==> src/rtl/uart_fifo_tx.sv <==
// uart_fifo_tx: 8N1 UART transmitter fed by an internal byte FIFO, LSB first, idle-high line.
// Latency: byte pushed into an empty FIFO at edge N is popped at N+1; tx falls after edge N+2.
// Backpressure: none on the push side; pushes while full are dropped and set the sticky overflow flag.
//
// Ports:
//   clk_t       transmit clock (rising edge)        rst        async active-high reset
//   wr_en       push wr_data this cycle             wr_data    byte to send
//   fifo_full   FIFO holds FIFO_DEPTH bytes         fifo_empty FIFO holds no bytes
//   fifo_count  bytes queued (not counting shifter) overflow   sticky: push attempted while full
//   tx          serial line                         tx_busy    serializer in START/DATA/STOP
//   dma_txend   FIFO empty and serializer idle
module uart_fifo_tx #(
  parameter int CLKS_PER_BIT = 868,
  parameter int FIFO_DEPTH   = 16,
  parameter int ADDR_W       = 4
) (
  input  logic              clk_t,
  input  logic              rst,
  input  logic              wr_en,
  input  logic [7:0]        wr_data,
  output logic              fifo_full,
  output logic              fifo_empty,
  output logic [ADDR_W:0]   fifo_count,
  output logic              overflow,
  output logic              tx,
  output logic              tx_busy,
  output logic              dma_txend
);

  localparam int CNT_W = (CLKS_PER_BIT > 1) ? $clog2(CLKS_PER_BIT) : 1;
  localparam logic [CNT_W-1:0]  BIT_LAST = CNT_W'(CLKS_PER_BIT - 1);
  localparam logic [ADDR_W:0]   DEPTH_V  = (ADDR_W + 1)'(FIFO_DEPTH);

  typedef enum logic [1:0] {
    TX_IDLE  = 2'd0,
    TX_START = 2'd1,
    TX_DATA  = 2'd2,
    TX_STOP  = 2'd3
  } state_t;

  logic [7:0]        mem [FIFO_DEPTH];
  logic [ADDR_W-1:0] wr_ptr;
  logic [ADDR_W-1:0] rd_ptr;
  logic [7:0]        tsr;
  logic [CNT_W-1:0]  bit_cnt;
  logic [2:0]        idx;
  state_t            state;

  state_t            state_nxt;
  logic [CNT_W-1:0]  bit_cnt_nxt;
  logic [2:0]        idx_nxt;
  logic              pop;
  logic              push;
  logic              tx_nxt;
  logic [ADDR_W:0]   count_nxt;

  // A full FIFO refuses the byte even if the serializer pops in the same cycle.
  assign push      = wr_en && !fifo_full;
  assign count_nxt = fifo_count + (ADDR_W + 1)'(push) - (ADDR_W + 1)'(pop);

  // Next-state and next-line-level. The line level is computed from the
  // current state and registered, so tx trails the state by one cycle and
  // every bit, including the idle cycle between frames, keeps its full width.
  always_comb begin
    state_nxt   = state;
    bit_cnt_nxt = bit_cnt;
    idx_nxt     = idx;
    pop         = 1'b0;
    tx_nxt      = 1'b1;
    case (state)
      TX_IDLE: begin
        tx_nxt = 1'b1;
        if (!fifo_empty) begin
          pop         = 1'b1;
          state_nxt   = TX_START;
          bit_cnt_nxt = '0;
        end
      end
      TX_START: begin
        tx_nxt = 1'b0;
        if (bit_cnt == BIT_LAST) begin
          bit_cnt_nxt = '0;
          idx_nxt     = 3'd0;
          state_nxt   = TX_DATA;
        end else begin
          bit_cnt_nxt = bit_cnt + CNT_W'(1);
        end
      end
      TX_DATA: begin
        tx_nxt = tsr[idx];
        if (bit_cnt == BIT_LAST) begin
          bit_cnt_nxt = '0;
          if (idx == 3'd7) begin
            state_nxt = TX_STOP;
          end else begin
            idx_nxt = idx + 3'd1;
          end
        end else begin
          bit_cnt_nxt = bit_cnt + CNT_W'(1);
        end
      end
      TX_STOP: begin
        tx_nxt = 1'b1;
        if (bit_cnt == BIT_LAST) begin
          bit_cnt_nxt = '0;
          state_nxt   = TX_IDLE;
        end else begin
          bit_cnt_nxt = bit_cnt + CNT_W'(1);
        end
      end
      default: begin
        tx_nxt    = 1'b1;
        state_nxt = TX_IDLE;
      end
    endcase
  end

  // FIFO storage is deliberately left out of reset.
  always_ff @(posedge clk_t) begin
    if (push) begin
      mem[wr_ptr] <= wr_data;
    end
  end

  always_ff @(posedge clk_t or posedge rst) begin
    if (rst) begin
      state      <= TX_IDLE;
      bit_cnt    <= '0;
      idx        <= 3'd0;
      tsr        <= 8'h00;
      wr_ptr     <= '0;
      rd_ptr     <= '0;
      fifo_count <= '0;
      fifo_full  <= 1'b0;
      fifo_empty <= 1'b1;
      overflow   <= 1'b0;
      tx         <= 1'b1;
      tx_busy    <= 1'b0;
      dma_txend  <= 1'b1;
    end else begin
      state   <= state_nxt;
      bit_cnt <= bit_cnt_nxt;
      idx     <= idx_nxt;
      if (push) begin
        wr_ptr <= wr_ptr + ADDR_W'(1);
      end
      if (wr_en && fifo_full) begin
        overflow <= 1'b1;
      end
      if (pop) begin
        tsr    <= mem[rd_ptr];
        rd_ptr <= rd_ptr + ADDR_W'(1);
      end
      fifo_count <= count_nxt;
      fifo_full  <= (count_nxt == DEPTH_V);
      fifo_empty <= (count_nxt == '0);
      tx         <= tx_nxt;
      tx_busy    <= (state != TX_IDLE);
      dma_txend  <= !tx_busy && fifo_empty && (state == TX_IDLE);
    end
  end

endmodule

==> config.mk <==
export PLATFORM = sky130hd
export DESIGN_NAME = uart_fifo_tx
export DESIGN_NICKNAME = d
export VERILOG_FILES = /design/src/rtl/uart_fifo_tx.sv
export SDC_FILE = /design/constraint.sdc
export NUM_CORES = 1
export LEC_CHECK = 0
export CAP_MARGIN = 20
export CORE_MARGIN = 5
export CORE_UTILIZATION = 40
export DETAILED_ROUTE_END_ITERATION = 10
export HOLD_SLACK_MARGIN = 0.15
export PLACE_DENSITY = 0.52
export SLEW_MARGIN = 25
export SYNTH_ARGS = -nofsm -noshare
export SYNTH_HDL_FRONTEND = slang
export SYNTH_SLANG_ARGS = --single-unit
export TNS_END_PERCENT = 100
==> constraint.sdc <==
create_clock -name clk_t -period 3.4 [get_ports clk_t]
set_input_delay 0.68 -clock clk_t [delete_from_list [all_inputs] [get_ports clk_t]]
set_output_delay 0.68 -clock clk_t [all_outputs]
set_load 0.05 [all_outputs]
pinout.png
Pins as bars across the die edge, other pins in grey.
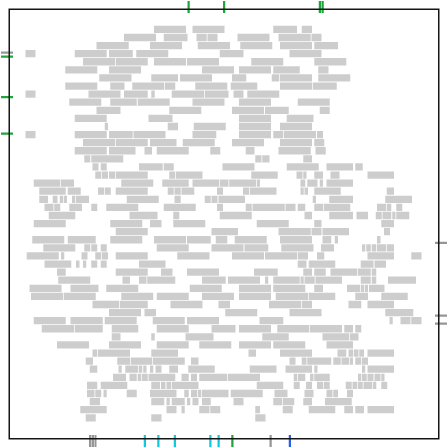
| colour | port | pins | direction | edge |
|---|---|---|---|---|
| green | `wr_data` | 8 | input | 4 north, 3 west, 1 south |
| cyan | `fifo_count` | 5 | output | south |
| blue | `fifo_empty` | 1 | output | south |
DIE HEIGHT: 144 um
Die X: 144 um
I/O Buffers: 21

congestion_map.png
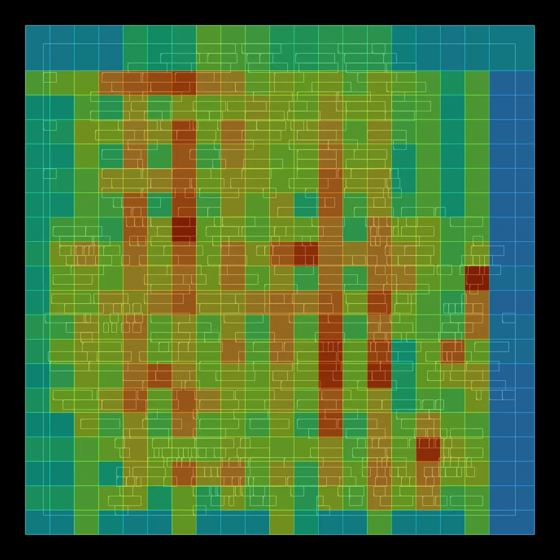
GRT met1 Usage: 18.9%
wire per inst: 20.1 um

==> results.txt <==
yosys + openroad results -> # IOs=22, PwrDens=668 nW/um2, YS chip area=7170 um2, FF-to-FF setup slack=590 ps, most frequent cells in the layout=128 x edfxtp_1, 39 x dfrtp_1, 23 x mux4_2, DR DRC count=0, Worst Setup SP=state[0]$_DFFE_PP0P_, Crit path buffers/inverters=3, final core occ=46.2%, Inverters=19, Met1 Wirelength=6210 um, CTS H-tree lvls=4, final period demand of the worst path=2810 ps, Max Cap Viol=0, syn_nets=448, Final HPWL DP=9000 um, largest net degree at the start of global routing=43, met2 Usage GRT=23.9%, # clk buffers=22, crit path kind=reg2reg, Post-Route WL=13800 um, grt total ovfl=0, CP arrival=3120 ps, clock buffer depth=2, tool warning count=33, Init Core Util=40.3%, status=completed, worst hold margin=381 ps, MUX area fraction=13.4%, maximum fanout along the worst path=4, CP delay by family, top=adder cells, Final setup viols=0, Mean Syn Cell Area=17.2 um2, most frequent cell after synthesis=edfxtp_1, placer congestion estimate=0.781, Top Registers=mem x128, bit_cnt x10, tsr x8, Critical Path RT=3710 ps, Core ar.=17800 um2, Tot Pwr=5.49 mW, clock-pin slew on the worst setup and hold paths=70 ps, Pwr top=sequential cells, Final Hold Fails=0, DR pass1 iterations=4, area share, top type=53.6%, cts hold-fix bufs=0, reg2reg path depth=12, Reg2Reg Launch Point=state[0]$_DFFE_PP0P_, Top area cell types=edfxtp_1 54%, dfrtp_1 14%, mux4_2 7.2%, ha_1 3.1%, mux4_1 2.6%, n_diodes=0, clk tree area frac=7.38%
clock_wires.png
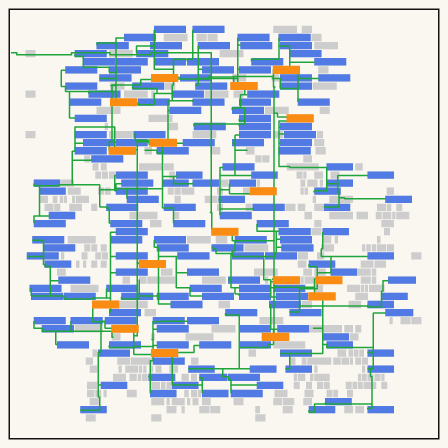
[blue] flip-flops | count: 170
[green] clock wires | length: 2040 um
[orange] clock-net drivers | count: 17
routed clock nets: 18
Clk network pwr share: 36.0%
clk latency late pin: 420 ps
P_clk: 1.98 mW
Setup Skew: 14.3 ps

Power is estimated from default activity; no workload was simulated.
